$ cat config.mk
export PLATFORM = sky130hd
export DESIGN_NAME = lsu_mem_ctrl
export DESIGN_NICKNAME = d
export VERILOG_FILES = /design/src/rtl/lsu_mem_ctrl.sv
export SDC_FILE = /design/constraint.sdc
export NUM_CORES = 1
export LEC_CHECK = 0
export CORE_MARGIN = 3
export CORE_UTILIZATION = 47
export CTS_BUF_LIST = sky130_fd_sc_hd__clkbuf_16
export DETAILED_ROUTE_END_ITERATION = 6
export PLACE_DENSITY = 0.84
export SLEW_MARGIN = 5
export SYNTH_ARGS = -nofsm -noshare
export SYNTH_HDL_FRONTEND = slang
export SYNTH_SLANG_ARGS = --single-unit
$ cat constraint.sdc
create_clock -name clk_i -period 5.4 [get_ports clk_i]
set_input_delay 1.08 -clock clk_i [delete_from_list [all_inputs] [get_ports clk_i]]
set_output_delay 1.08 -clock clk_i [all_outputs]
set_load 0.1 [all_outputs]
$ cat src/rtl/lsu_mem_ctrl.sv
// lsu_mem_ctrl: MEM-stage load/store unit.
// Decodes funct3 into size/signedness, issues word-aligned bus requests with
// byte enables and lane-shifted store data, extends load data, and reports
// misaligned / illegal / bus-timeout errors over a valid/ready handshake.
// Build option: define MISALIGN_SPLIT_EN to split misaligned H/W accesses into
// two word transactions; without it such accesses return err = 1 with no bus
// activity.
module lsu_mem_ctrl #(
  parameter int ADDR_W         = 32,
  parameter int TIMEOUT_CYCLES = 16
) (
  input  logic              clk_i,
  input  logic              rst_i,
  input  logic              req_valid_i,
  output logic              req_ready_o,
  input  logic              req_is_store_i,
  input  logic [2:0]        funct3_i,
  input  logic [ADDR_W-1:0] addr_i,
  input  logic [31:0]       wdata_i,
  output logic              mem_valid_o,
  input  logic              mem_ready_i,
  output logic              mem_we_o,
  output logic [ADDR_W-1:0] mem_addr_o,
  output logic [3:0]        mem_be_o,
  output logic [31:0]       mem_wdata_o,
  input  logic [31:0]       mem_rdata_i,
  output logic              rsp_valid_o,
  output logic [31:0]       rsp_rdata_o,
  output logic [1:0]        rsp_err_o,
  output logic              busy_o
);

  typedef enum logic [1:0] {IDLE, ACC0, ACC1, RESP} state_e;
  typedef enum logic [1:0] {ERR_OK, ERR_MISALIGN, ERR_ILLEGAL, ERR_TIMEOUT} err_e;

`ifdef MISALIGN_SPLIT_EN
  localparam bit SPLIT_EN = 1'b1;
`else
  localparam bit SPLIT_EN = 1'b0;
`endif

  localparam bit TO_EN = (TIMEOUT_CYCLES > 0);
  localparam int CNT_W = (TIMEOUT_CYCLES > 1) ? $clog2(TIMEOUT_CYCLES) : 1;
  localparam logic [CNT_W-1:0] CNT_LAST = CNT_W'((TIMEOUT_CYCLES > 0) ? TIMEOUT_CYCLES - 1 : 0);

  state_e              state_q, state_d;
  logic                mem_valid_q, mem_valid_d;
  logic                mem_we_q, mem_we_d;
  logic [ADDR_W-1:0]   mem_addr_q, mem_addr_d;
  logic [3:0]          mem_be_q, mem_be_d;
  logic [31:0]         mem_wdata_q, mem_wdata_d;
  logic                rsp_valid_q, rsp_valid_d;
  logic [31:0]         rsp_rdata_q, rsp_rdata_d;
  logic [1:0]          rsp_err_q, rsp_err_d;
  logic                is_store_q, is_store_d;
  logic [2:0]          funct3_q, funct3_d;
  logic [1:0]          off_q, off_d;
  logic [3:0]          be_hi_q, be_hi_d;
  logic [31:0]         wd_hi_q, wd_hi_d;
  logic [31:0]         lo_q, lo_d;
  logic [CNT_W-1:0]    cnt_q, cnt_d;

  // Sign/zero extension of the byte-aligned load value according to funct3.
  function automatic logic [31:0] extend(input logic [2:0] f3, input logic [31:0] r);
    case (f3)
      3'b000:  return {{24{r[7]}}, r[7:0]};
      3'b001:  return {{16{r[15]}}, r[15:0]};
      3'b100:  return {24'b0, r[7:0]};
      3'b101:  return {16'b0, r[15:0]};
      default: return r;
    endcase
  endfunction

  // Request decode: legality, alignment, byte-enable and store-data lanes.
  logic        illegal, misaligned;
  logic [3:0]  base_be;
  logic [7:0]  be8;
  logic [63:0] wd64;
  always_comb begin
    illegal    = (funct3_i[1:0] == 2'b11) ||
                 (funct3_i[2] && (req_is_store_i || funct3_i[1]));
    misaligned = (funct3_i[1:0] == 2'b01 && addr_i[0]) ||
                 (funct3_i[1:0] == 2'b10 && addr_i[1:0] != 2'b00);
    case (funct3_i[1:0])
      2'b00:   base_be = 4'b0001;
      2'b01:   base_be = 4'b0011;
      default: base_be = 4'b1111;
    endcase
    be8  = {4'b0000, base_be} << addr_i[1:0];
    wd64 = {32'b0, wdata_i} << {addr_i[1:0], 3'b000};
  end

  // Load result: the word pair shifted down by the byte offset, then extended.
  logic [63:0] pair;
  logic [31:0] load_res;
  always_comb begin
    pair     = (state_q == ACC1) ? {mem_rdata_i, lo_q} : {32'b0, mem_rdata_i};
    load_res = extend(funct3_q, 32'(pair >> {off_q, 3'b000}));
  end

  // Next-state and next-output logic for the bus FSM.
  // NOTE: every _d gets its hold value first so no path can infer a latch.
  always_comb begin
    state_d     = state_q;
    mem_valid_d = mem_valid_q;
    mem_we_d    = mem_we_q;
    mem_addr_d  = mem_addr_q;
    mem_be_d    = mem_be_q;
    mem_wdata_d = mem_wdata_q;
    rsp_valid_d = 1'b0;
    rsp_rdata_d = rsp_rdata_q;
    rsp_err_d   = rsp_err_q;
    is_store_d  = is_store_q;
    funct3_d    = funct3_q;
    off_d       = off_q;
    be_hi_d     = be_hi_q;
    wd_hi_d     = wd_hi_q;
    lo_d        = lo_q;
    cnt_d       = cnt_q;
    unique case (state_q)
      IDLE: begin
        if (req_valid_i) begin
          is_store_d  = req_is_store_i;
          funct3_d    = funct3_i;
          off_d       = addr_i[1:0];
          be_hi_d     = be8[7:4];
          wd_hi_d     = wd64[63:32];
          lo_d        = '0;
          rsp_rdata_d = '0;
          rsp_err_d   = ERR_OK;
          if (illegal) begin
            state_d     = RESP;
            rsp_valid_d = 1'b1;
            rsp_err_d   = ERR_ILLEGAL;
          end else if (misaligned && !SPLIT_EN) begin
            state_d     = RESP;
            rsp_valid_d = 1'b1;
            rsp_err_d   = ERR_MISALIGN;
          end else begin
            state_d     = ACC0;
            mem_valid_d = 1'b1;
            mem_we_d    = req_is_store_i;
            mem_addr_d  = {addr_i[ADDR_W-1:2], 2'b00};
            mem_be_d    = be8[3:0];
            mem_wdata_d = wd64[31:0];
            cnt_d       = '0;
          end
        end
      end
      ACC0, ACC1: begin
        if (mem_ready_i) begin
          if (state_q == ACC0 && be_hi_q != 4'b0000) begin
            // Spill into the next word: request stays valid for the second beat.
            state_d     = ACC1;
            lo_d        = mem_rdata_i;
            mem_addr_d  = mem_addr_q + ADDR_W'(4);
            mem_be_d    = be_hi_q;
            mem_wdata_d = wd_hi_q;
            cnt_d       = '0;
          end else begin
            state_d     = RESP;
            mem_valid_d = 1'b0;
            rsp_valid_d = 1'b1;
            rsp_err_d   = ERR_OK;
            rsp_rdata_d = is_store_q ? 32'b0 : load_res;
          end
        end else if (TO_EN && cnt_q == CNT_LAST) begin
          state_d     = RESP;
          mem_valid_d = 1'b0;
          rsp_valid_d = 1'b1;
          rsp_err_d   = ERR_TIMEOUT;
          rsp_rdata_d = '0;
        end else if (TO_EN) begin
          cnt_d = cnt_q + CNT_W'(1);
        end
      end
      RESP: begin
        state_d = IDLE;
      end
      default: state_d = IDLE;
    endcase
  end

  // State and registered-output update; reset drops any in-flight request.
  // NOTE: non-blocking assignments so every register samples pre-edge values.
  always_ff @(posedge clk_i or posedge rst_i) begin
    if (rst_i) begin
      state_q     <= IDLE;
      mem_valid_q <= 1'b0;
      mem_we_q    <= 1'b0;
      mem_addr_q  <= '0;
      mem_be_q    <= '0;
      mem_wdata_q <= '0;
      rsp_valid_q <= 1'b0;
      rsp_rdata_q <= '0;
      rsp_err_q   <= '0;
      is_store_q  <= 1'b0;
      funct3_q    <= '0;
      off_q       <= '0;
      be_hi_q     <= '0;
      wd_hi_q     <= '0;
      lo_q        <= '0;
      cnt_q       <= '0;
    end else begin
      state_q     <= state_d;
      mem_valid_q <= mem_valid_d;
      mem_we_q    <= mem_we_d;
      mem_addr_q  <= mem_addr_d;
      mem_be_q    <= mem_be_d;
      mem_wdata_q <= mem_wdata_d;
      rsp_valid_q <= rsp_valid_d;
      rsp_rdata_q <= rsp_rdata_d;
      rsp_err_q   <= rsp_err_d;
      is_store_q  <= is_store_d;
      funct3_q    <= funct3_d;
      off_q       <= off_d;
      be_hi_q     <= be_hi_d;
      wd_hi_q     <= wd_hi_d;
      lo_q        <= lo_d;
      cnt_q       <= cnt_d;
    end
  end

  assign req_ready_o = (state_q == IDLE);
  assign busy_o      = ~req_ready_o;
  assign mem_valid_o = mem_valid_q;
  assign mem_we_o    = mem_we_q;
  assign mem_addr_o  = mem_addr_q;
  assign mem_be_o    = mem_be_q;
  assign mem_wdata_o = mem_wdata_q;
  assign rsp_valid_o = rsp_valid_q;
  assign rsp_rdata_o = rsp_rdata_q;
  assign rsp_err_o   = rsp_err_q;

endmodule

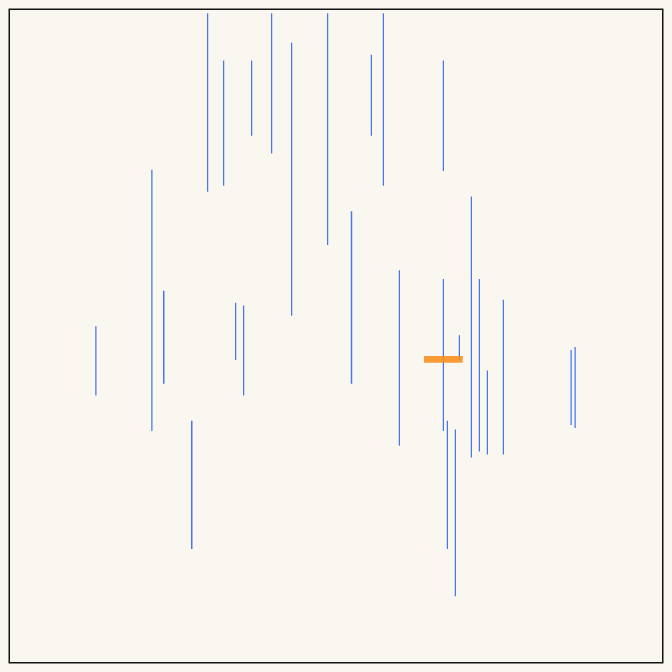
(images/metal_stack.png)
Only two layers are drawn.
met4 -> blue  # wire length 852 um
met5 -> orange  # wire length 7.40 um

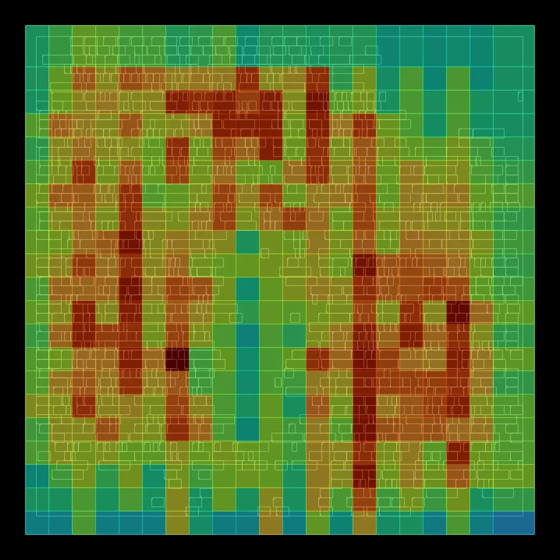
(images/final_congestion.png)
met1 usage: 33.4%
GRT met2 Usage: 40.9%

==> impl_metrics.yaml <==
# flow metrics
floorplan:
  die_w_um: 150
  die.size.y_um: 150
yosys:
  most_common_cell: "dfrtp_1"
  syn_area_um2: 9770
  synth_cell_type_count: 66
  synthCells: 988
  synthArstFlopShare_pct: 100
  synth_stat.cells: 988
  top_area_share_pct: 44.6
  ys_area_um2: 9770
  ys_sh_simple_pct: 13.3
  synthTopLogicFamily: "AND-OR/OR-AND gates"
clocking:
  worstSkewPairLatency_ns: 0.43
  htree_levels: 4
  cts_buffers: 17
final_layout:
  finalNetCount: 1263
  stdcell_count: 1433
  nClkBuffers: 17
  buffers_excl_clock: 222
  lay_top_cells: "clkdlybuf4s50_1 (207), dfrtp_1 (173), nand2_1 (107), o21ai_0 (82), mux2i_1 (80)"
  inverters: 12
  n_fill_cell: 1656
  final_common_cell: "clkdlybuf4s50_1"
global_routing:
  grt_pass1_wl_um: 45400
final_timing:
  finalCritPeriodShare_pct: 69.9
  setup_viol: 0
  slew_headroom_pct: 17.2
  fin_ws_ns: 1.63
  post-route-min-period_ns: 3.77
worst_setup_path:
  crit_required_ns: 4.32
  worstPathCellList: "inv_1 -> ha_1 -> inv_1 -> clkdlybuf4s50_1"
  crit_arrival_ns: 2.69
  cp_max_fo: 8
  critPathTopFamily: "buffers and inverters"
  ff2ff_setup_slack_ns: 2.35
  max_stage_delay_ns: 1.17
run_status:
  status: "finished clean"
flow_run:
  warnings: 34
  cap_violations: 0
detailed_routing:
  wl_per_cell_um: 20.0
  drt-initial-drc-count: 715
  detail_route.first_pass.iterations: 7
  antenna_left: 0
worst_hold_path:
  hold_depth: 2
  whs_endpoint: "mem_wdata_o[31]"
place:
  place_ws_ns: 1.71
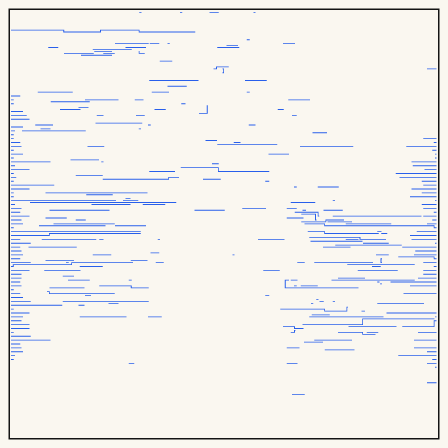
(images/met3.png)
longest straight run = 51.1 um
share of all routed wire = 8.1%
nets with wire on the layer = 230
wire length on this layer = 2310 um
main direction = horizontal

